### config.mk
export PLATFORM = sky130hd
export DESIGN_NAME = vga_timing_ctrl
export DESIGN_NICKNAME = d
export VERILOG_FILES = /design/src/rtl/vga_timing_ctrl.sv
export SDC_FILE = /design/constraint.sdc
export NUM_CORES = 1
export LEC_CHECK = 0
export CORE_UTILIZATION = 45
export CTS_CLUSTER_DIAMETER = 200
export DETAILED_ROUTE_END_ITERATION = 8
export PLACE_DENSITY = 0.64
export REMOVE_ABC_BUFFERS = 1
export SLEW_MARGIN = 20
export SYNTH_ARGS = -nofsm -noshare
export SYNTH_HDL_FRONTEND = slang
export SYNTH_SLANG_ARGS = --single-unit
export TNS_END_PERCENT = 50
### constraint.sdc
create_clock -name clk -period 5.7 [get_ports clk]
set_clock_uncertainty 0.2 [all_clocks]
set_input_delay 1.14 -clock clk [delete_from_list [all_inputs] [get_ports clk]]
set_output_delay 1.14 -clock clk [all_outputs]
set_load 0.1 [all_outputs]
### src/rtl/vga_timing_ctrl.sv
// VGA timing sequencer: pixel tick, raster counters, sync/blank/de generation
// and a request/ack pixel fetch from VRAM with one pixel period of video latency.
module vga_timing_ctrl #(
    parameter int CLK_DIV  = 4,
    parameter int H_ACTIVE = 640,
    parameter int H_FP     = 16,
    parameter int H_SYNC   = 96,
    parameter int H_BP     = 48,
    parameter int V_ACTIVE = 480,
    parameter int V_FP     = 10,
    parameter int V_SYNC   = 2,
    parameter int V_BP     = 33,
    parameter int ADDR_W   = 19
) (
    input  logic              clk,
    input  logic              rst_n,
    input  logic              vga_en,
    output logic              hblank,
    output logic              vblank,
    output logic              frame_irq,
    output logic              rd_req,
    output logic [ADDR_W-1:0] rd_addr,
    input  logic              rd_ack,
    input  logic [7:0]        rd_data,
    output logic              underrun,
    input  logic              underrun_clr,
    output logic              hsync_n,
    output logic              vsync_n,
    output logic              de,
    output logic [7:0]        rgb
);

    localparam int H_TOTAL = H_ACTIVE + H_FP + H_SYNC + H_BP;
    localparam int V_TOTAL = V_ACTIVE + V_FP + V_SYNC + V_BP;
    localparam int HW      = $clog2(H_TOTAL + 1);
    localparam int VW      = $clog2(V_TOTAL + 1);
    localparam int DW      = $clog2(CLK_DIV);

    localparam logic [DW-1:0] DIV_LAST = DW'(CLK_DIV - 1);
    localparam logic [HW-1:0] H_LAST   = HW'(H_TOTAL - 1);
    localparam logic [HW-1:0] H_ACT    = HW'(H_ACTIVE);
    localparam logic [HW-1:0] HS_ON    = HW'(H_ACTIVE + H_FP);
    localparam logic [HW-1:0] HS_OFF   = HW'(H_ACTIVE + H_FP + H_SYNC);
    localparam logic [VW-1:0] V_LAST   = VW'(V_TOTAL - 1);
    localparam logic [VW-1:0] V_ACT    = VW'(V_ACTIVE);
    localparam logic [VW-1:0] VS_ON    = VW'(V_ACTIVE + V_FP);
    localparam logic [VW-1:0] VS_OFF   = VW'(V_ACTIVE + V_FP + V_SYNC);

    logic [DW-1:0]     div;
    logic [HW-1:0]     hcnt;
    logic [VW-1:0]     vcnt;
    logic              run;
    logic [ADDR_W-1:0] fetch_ptr;
    logic [7:0]        data_q;
    logic              valid;

    logic              pix_ce;
    logic [HW-1:0]     h_nxt;
    logic [VW-1:0]     v_nxt;
    logic              cur_active;
    logic              nxt_active;
    logic              hs_cur;
    logic              vs_cur;
    logic              ack_now;

    // NOTE: every signal assigned here gets a default first so no path can infer a latch.
    always_comb begin
        pix_ce     = (div == DIV_LAST);
        h_nxt      = (hcnt == H_LAST) ? '0 : hcnt + HW'(1);
        v_nxt      = vcnt;
        if (hcnt == H_LAST) begin
            v_nxt = (vcnt == V_LAST) ? '0 : vcnt + VW'(1);
        end
        cur_active = (hcnt < H_ACT) && (vcnt < V_ACT);
        nxt_active = (h_nxt < H_ACT) && (v_nxt < V_ACT);
        hs_cur     = (hcnt >= HS_ON) && (hcnt < HS_OFF);
        vs_cur     = (vcnt >= VS_ON) && (vcnt < VS_OFF);
        ack_now    = rd_req && rd_ack;
    end

    // NOTE: all state updates use non-blocking assignments so later statements
    // in this block override earlier ones without read-after-write ordering issues.
    always_ff @(posedge clk or negedge rst_n) begin
        if (!rst_n) begin
            div       <= '0;
            hcnt      <= '0;
            vcnt      <= '0;
            run       <= 1'b0;
            fetch_ptr <= '0;
            data_q    <= '0;
            valid     <= 1'b0;
            hblank    <= 1'b1;
            vblank    <= 1'b1;
            frame_irq <= 1'b0;
            rd_req    <= 1'b0;
            rd_addr   <= '0;
            underrun  <= 1'b0;
            hsync_n   <= 1'b1;
            vsync_n   <= 1'b1;
            de        <= 1'b0;
            rgb       <= '0;
        end else begin
            frame_irq <= 1'b0;
            // A coincident underrun further down overrides this clear.
            if (underrun_clr) begin
                underrun <= 1'b0;
            end

            if (!vga_en) begin
                div       <= '0;
                hcnt      <= '0;
                vcnt      <= '0;
                run       <= 1'b0;
                fetch_ptr <= '0;
                valid     <= 1'b0;
                hblank    <= 1'b1;
                vblank    <= 1'b1;
                rd_req    <= 1'b0;
                rd_addr   <= '0;
                hsync_n   <= 1'b1;
                vsync_n   <= 1'b1;
                de        <= 1'b0;
                rgb       <= '0;
            end else begin
                run <= 1'b1;
                div <= pix_ce ? '0 : div + DW'(1);

                if (!run) begin
                    // Enable enters position (0,0): fetch its pixel straight away.
                    rd_req    <= 1'b1;
                    rd_addr   <= '0;
                    fetch_ptr <= ADDR_W'(1);
                    hblank    <= 1'b0;
                    vblank    <= 1'b0;
                end else begin
                    if (ack_now) begin
                        rd_req <= 1'b0;
                        data_q <= rd_data;
                        valid  <= 1'b1;
                    end

                    if (pix_ce) begin
                        hcnt      <= h_nxt;
                        vcnt      <= v_nxt;
                        hblank    <= (h_nxt >= H_ACT);
                        vblank    <= (v_nxt >= V_ACT);
                        frame_irq <= (h_nxt == '0) && (v_nxt == V_ACT);

                        // Video side registers the pixel period that is ending now.
                        hsync_n <= !hs_cur;
                        vsync_n <= !vs_cur;
                        de      <= cur_active;
                        if (!cur_active) begin
                            rgb <= '0;
                        end else if (ack_now) begin
                            rgb <= rd_data;
                        end else if (valid) begin
                            rgb <= data_q;
                        end else begin
                            rgb <= '0;
                        end
                        valid <= 1'b0;

                        if (cur_active && rd_req && !rd_ack) begin
                            underrun <= 1'b1;
                        end

                        if (nxt_active) begin
                            rd_req <= 1'b1;
                            if ((h_nxt == '0) && (v_nxt == '0)) begin
                                rd_addr   <= '0;
                                fetch_ptr <= ADDR_W'(1);
                            end else begin
                                rd_addr   <= fetch_ptr;
                                fetch_ptr <= fetch_ptr + ADDR_W'(1);
                            end
                        end else begin
                            rd_req <= 1'b0;
                        end
                    end
                end
            end
        end
    end

endmodule
**Run 1: cell area per tile**

The die is cut into 10 by 10 equal tiles; white is low, dark blue is high, 0 to 100% covered.
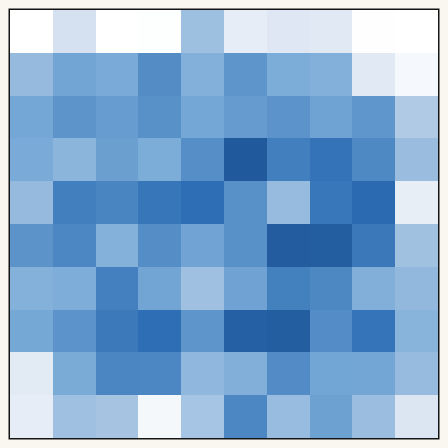
fullest tile = 83%
tiles over 75% full = 8.0%
nearly empty tiles = 5.0%
emptiest ninth of the die = north-east
final core utilization: 53.4%
fp_density: 46.2%
core area: 10200 µm²

**Run 1: pin map**

Scale bar: 20 µm. Pins as bars across the die edge, other pins in gray.
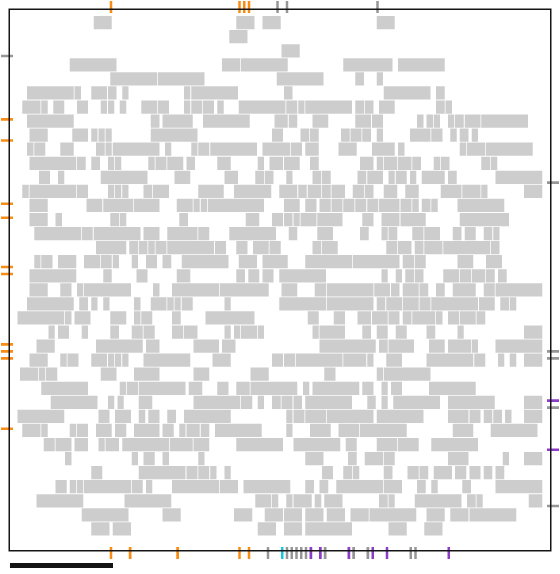
`rgb` -> purple  # pins 8, direction output, edge 6 south, 2 east
`rd_addr` -> orange  # pins 19, direction output, edge 10 west, 5 south, 4 north
`rd_req` -> cyan  # pins 1, direction output, edge south

==> flow_summary.toml, run 1 <==
# yosys + openroad results
[global_routing]
grt_antenna_before_repair = 0
grt.total_usage_pct = 22.1
grt_max_degree = 47
grt-ovfl-total = 0
first_global_vias = 3991
grt_pass1_wl_um = 19700

[clock_tree]
cts.sink_count = 86
h-tree-depth = 3
post-cts-setup-buffers = 0
cts_resized = 0
tritoncts.num_buffers = 9
path_clk_slew_ps = 100
hold_buffers = 0
root_buffer = "clkbuf_8"
cts_tree = "done"
cts_buffer_depth = 2
clock_latency_ps = 360

[power_and_ir_drop]
p_per_area_nw_per_um2 = 225
ir_drop_uv = 147
leakage_nw = 2.26

[logic_synthesis]
synth_cells = 522
post-synth-top-count-cell = "nand2_1"
top_area_cell = "dfrtp_1"
synth.distinct_cells = 62
top_cells_by_area = "dfrtp_1 43%, nand2_1 6.6%, o21ai_0 3.2%"
synth-async-reset-ratio_pct = 100
top_area_share_pct = 43.4
ys_ff = 86
yosysSeqAreaShare_pct = 45.7
synthTopCellsByCount = "83 x nand2_1, 82 x dfrtp_1, 30 x o21ai_0, 26 x nor2_1, 24 x clkbuf_1"
syn_area_per_cell_um2 = 9.05
ys.warnings.count = 0
syn_area_um2 = 4720
ff_type = "dfrtp_1"
yosys-stat-cells = 522
edf_count = 0
ys_chip_area_um2 = 4720

[critical_path]
setup.worst_path.end_class = "flop"
worstPathMaxFanout = 42
startpoint_type = "flop"
crit_type = "flop to flop"
worst-endpoint-required_ps = 5750
worstPathArrival_ps = 4270

[cells_and_area]
drive_above_1_share_pct = 8.36
area_delta_synth_final_pct = 15.6
final_area_um2 = 5460
antenna_cells = 0
fin_nets = 565

[routing]
drc = 0
dr.pass1.iters = 4
drtIter0Drc = 172
wl_per_cell_um = 16.4
antenna_left = 0
routed_wl_um = 11200
via_per_inst = 5.95
vias = 4084

[placed_design]
gp_congestion = 0.846
place_area_um2 = 5240
numPortBuffers = 47
dp_hpwl_um = 7270

[final_timing]
hold_violations = 0
tightest_slew_ps = 988
fin_crit_sh_pct = 74.0
tns_ps = 0
slew_headroom_pct = 33.9
maxSlewViolCount = 0
max_freq_mhz = 237
period_needed_ps = 4220
rsz0062_at_grt = "no"
setup_viol = 0

[floorplan]
dieWidth_um = 104
ios = 48
die-area_um2 = 10900
die_height_um = 104
rows = 37

[hold_path]
hp-class = "flop to flop"

[status]
outcome = "finished clean"

[run]
tool_warnings = 29
maxCapViolations = 0
**Run 1: placement view**

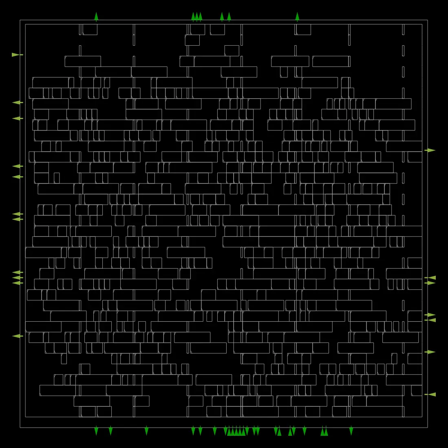
Fillers: 916
Tap Count: 136
flip-flops: 86

==> run 1: worst max-delay path, cell delays in order (launching register included) <==
cell	delay, ps
dfrtp_1	490
or4b_1	720
nor4_1	750
xor2_1	150
o211a_1	200
a211oi_4	240
buf_4	400
nand2_2	480
o41ai_1	440
==> run 1: cells by family (layout without fill, tap and decap cells) <==
kind of cell	Yosys count	after routing	synth area share, %
compound gates	141	141	21.0
xor+xnor	8	8	1.48
fa+ha+maj	7	7	1.85
buf+inv	49	77	4.19
flops	86	86	45.7
mux	9	9	2.15
simple gates	222	222	23.7
==> run 1: stage by stage <==
step	std cells	utilization, %	power, mW	worst slack [ps]	hold WS (ps)
2_1_floorplan	483	-	0.710	1390	209
3_3_place_gp	670	51.2	0.754	1580	221
3_5_place_dp	670	51.2	0.757	1550	231
4_1_cts	686	53.4	1.24	1520	244
5_1_grt	686	53.4	1.28	1140	273
6_report	686	53.4	1.23	1480	240
==> run 1: cells in the final DEF (no fill, tap or decap), drive strengths merged, types with 7 or more instances in the layout <==
cell,Yosys,final
a21oi,23,23
and2,10,10
nor2b,7,7
a31oi,8,8
o41ai,10,10
nand2,84,84
a2bb2oi,13,13
and3,14,14
nor3,12,12
nand3,20,20
mux2,9,9
clkdlybuf4s50,0,46
o21ai,30,30
nor2,26,26
inv,10,10
nand4,16,16
clkbuf,24,11
o22ai,22,22
nor4,7,7
ha,7,7
dfrtp,82,82
==> run 1: registers in the layout (all words and copies together), names as in the netlist, 2 cells and up <==
signal,count
fetch_ptr,19
rd_addr,19
data_q,8
vcnt,10
hcnt,10
div,2
rgb,8
==> run 1: cell type report <==
cell class / instances / area, µm²
fillers: 916 / 4770
multi-input cells: 387 / 2370
flip-flops and latches: 86 / 2160
repair buffers: 51 / 498
well taps: 136 / 170
clock buffers: 11 / 141
clock inverters: 5 / 82.6
inverters: 10 / 37.5
==> run 1: final timing paths <==
kind | startpoint | to | slack, ps | cells past startpoint
max | hcnt[5]$_DFFE_PN0P_ | fetch_ptr[7]$_DFFE_PN0P_ | 1480 | 8
min | div[0]$_DFF_PN0_ | div[0]$_DFF_PN0_ | 240 | 1
max reg2reg | hcnt[5]$_DFFE_PN0P_ | fetch_ptr[7]$_DFFE_PN0P_ | 1480 | 8
min reg2reg | div[0]$_DFF_PN0_ | div[0]$_DFF_PN0_ | 240 | 1
max in group asynchronous | rst_n | vblank$_DFFE_PN1P_ | 3740 | 2
min in group asynchronous | rst_n | hcnt[3]$_DFFE_PN0P_ | 590 | 1
==> run 1: routing by layer <==
metal | up-vias | wire (µm) | track usage [%]
met3 | 16 | 459 | 4.57
met2 | 93 | 5510 | 35.9
met4 | 0 | 127 | 5.20
met5 | - | 0 | 0
met1 | 2001 | 5140 | 30.3
li1 | 1974 | - | -
==> run 1: report_power, final <==
part	internal (mW)	leakage (nW)	total [mW]	switching, mW
Combinational	0.0344	0.980	0.101	0.0664
Clock	0.260	0.113	0.487	0.227
Sequential	0.630	1.17	0.641	0.0116
==> inputs of run 2 (changes only) <==
Clock period 5.7 ns to 4.4 ns, I/O delays scaled along.
**Run 2: cell sizes after repair**

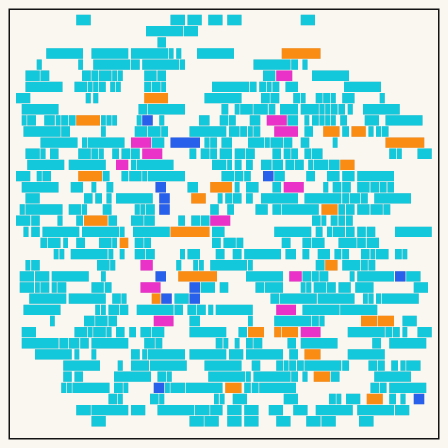
x2 -> orange  # cells 26
x1 and smaller -> cyan  # cells 503
x3 and x4 -> blue  # cells 13
x6 and larger -> magenta  # cells 14

**Run 2: a small window of the routed layout**

Region (68, 68) to (88, 88) µm. Cells in gray, sequential cells in the stronger gray; small squares are vias.
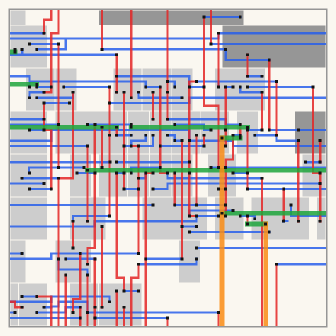
M2 -> red
M3 -> green
M4 -> orange
M1 -> blue
sequential cells in the window = 1
netlist names of flops here include = `vcnt` (1)
most frequent = nand2_1 (4), o21ai_0 (4), nor2_1 (4)
cells with their middle in the window = 31

==> run 2 against run 1 <==
Total power is 22% higher. Synthesized area stayed put. Clock-buffer cell count is 2 lower. Critical path depth is 2 higher. Non-clock buffer count is 6 higher. Largest cell class unchanged. Highest routed layer unchanged.
==> flow_summary.toml, run 2 <==
# yosys + openroad results
[status]
outcome = "finished clean"

[final_timing]
hold_violations = 0
tightest_slew_ps = 993
rsz0062_at_grt = "no"
slew_headroom_pct = 33.6
fin_crit_sh_pct = 88.3
maxSlewViolCount = 0
setup_viol = 0
tns_ps = 0
max_freq_mhz = 257

[logic_synthesis]
ys_ff = 86
synth-async-reset-ratio_pct = 100
edf_count = 0
yosys-stat-cells = 522
synth_cells = 522
synth.distinct_cells = 62
ys_chip_area_um2 = 4720
top_area_share_pct = 43.4
syn_area_per_cell_um2 = 9.05
top_area_cell = "dfrtp_1"
syn_area_um2 = 4720
yosysSeqAreaShare_pct = 45.7
ff_type = "dfrtp_1"
synthTopCellsByCount = "83 x nand2_1, 82 x dfrtp_1, 30 x o21ai_0, 26 x nor2_1, 24 x clkbuf_1"
ys.warnings.count = 0
post-synth-top-count-cell = "nand2_1"
top_cells_by_area = "dfrtp_1 43%, nand2_1 6.6%, o21ai_0 3.2%"

[hold_path]
hp-class = "flop to flop"
min_from = "div[0]$_DFF_PN0_"
hold_path_depth = 1

[global_routing]
grt_max_degree = 76
grt_pass1_wl_um = 19200
grt_antenna_before_repair = 0
first_global_vias = 3979
grt-ovfl-total = 0
grt.total_usage_pct = 21.5

[routing]
vias = 4140
drtIter0Drc = 200
via_per_inst = 5.98
wl_per_cell_um = 16.1
antenna_left = 0
drc = 0
dr.pass1.iters = 5

[cells_and_area]
reg_top3 = "fetch_ptr (19), rd_addr (19)"
lay_top_cells = "83 x nand2_1, 82 x dfrtp_1, 46 x clkdlybuf4s50_1"
fin_util_pct = 53.5
drive_above_1_share_pct = 9.53
layout.cells.most_common = "nand2_1"
fin_nets = 571
n_fill_cell = 926
area_delta_synth_final_pct = 15.9

[critical_path]
critPathSlowestCell = "or3_1"
worst-endpoint-required_ps = 4430
path_cells = "ha_1 -> nand3_1 -> or3_1 -> a21o_1 -> a2111oi_0 -> o2111ai_2 -> buf_4 -> nand2_2 -> buf_4 -> o22ai_1"
startpoint = "hcnt[1]$_DFFE_PN0P_"
crit_type = "flop to flop"
r2r_cells = 10
setup.worst_path.end_class = "flop"
worstReg2RegStart = "hcnt[1]$_DFFE_PN0P_"
critPathMaxStageDelay_ps = 650
startpoint_type = "flop"
worstPathMaxFanout = 31

[clock_tree]
cts_resized = 0
post-cts-setup-buffers = 0
clock_latency_ps = 360
cts.sink_count = 86
cts_buffer_depth = 2
h-tree-depth = 3
root_buffer = "clkbuf_8"
tritoncts.num_buffers = 9

[placed_design]
gp_congestion = 0.904
numPortBuffers = 47
dp_hpwl_um = 7340

[floorplan]
ios = 48
die-area_um2 = 10900
rows = 37
core_um2 = 10200
dieWidth_um = 104
initial_core_util_pct = 46.2
die_height_um = 104

[power_and_ir_drop]
ir_drop_uv = 146
leakage_nw = 2.27
finalPower_mw = 1.51
p_per_area_nw_per_um2 = 275

[run]
maxCapViolations = 0
tool_warnings = 29
[run 2: kinds of logic (layout without fill, tap and decap cells)]
group | count (synthesis) | in the layout | share of synthesized area, %
buffers and inverters | 49 | 83 | 4.19
and+or+nand+nor | 222 | 222 | 23.7
DFF | 86 | 86 | 45.7
xor gates and xnor gates | 8 | 8 | 1.48
AOI/OAI and AO/OA | 141 | 141 | 21.0
adders and majority gates | 7 | 7 | 1.85
muxes | 9 | 9 | 2.15
[run 2: critical path: cells and delay by family, from the launching register on]
family / cells / cell delay (ps)
AND-OR/OR-AND: 4 / 1140
flip-flops: 1 / 490
buffers and inverters: 2 / 540
adder cells (fa/ha/maj): 1 / 280
AND/OR/NAND/NOR: 3 / 1070
[run 2: per-layer routing]
metal	track usage [%]	part of all wire, %
met1	28.8	47
met2	35.1	48
met3	3.01	3.6
met4	8.67	2.1
met5	0	0
[run 2: through the flow]
stage	instances	cell area, µm²	hold WS (ps)	worst slack (ps)
2_1_floorplan	483	4560	209	93.1
3_3_place_gp	676	5280	221	702
3_5_place_dp	676	5280	222	560
4_1_cts	692	5470	245	528
5_1_grt	692	5470	265	261
6_report	692	5470	248	516
[run 2: report_power, final]
part / switching, mW / internal (mW) / total, mW
clock: 0.323 / 0.219 / 0.542
combinational: 0.0867 / 0.0466 / 0.133
sequential: 0.0146 / 0.816 / 0.830
total: 0.424 / 1.08 / 1.51
[run 2: cell type report]
type	instances	area, µm²	share of cell area [%]
timing repair buffer	57	543	9.92
clock inverter	7	66.3	1.21
inverter	10	37.5	0.686
tap	136	170	3.11
clock buffer	9	124	2.26
multi-input combinational	387	2370	43.4
sequential	86	2160	39.4
[run 2: path summary, 6_finish.rpt]
check | endpoint | slack, ps
min reg2reg | div[0]$_DFF_PN0_ | 250
max reg2reg | rd_addr[9]$_DFFE_PN0P_ | 520
min in group asynchronous | rgb[7]$_DFFE_PN0P_ | 440
min | div[0]$_DFF_PN0_ | 250
max in group asynchronous | fetch_ptr[2]$_DFFE_PN0P_ | 2800
max | rd_addr[9]$_DFFE_PN0P_ | 520
No activity file was given, so power comes from the tool's default toggle rates.
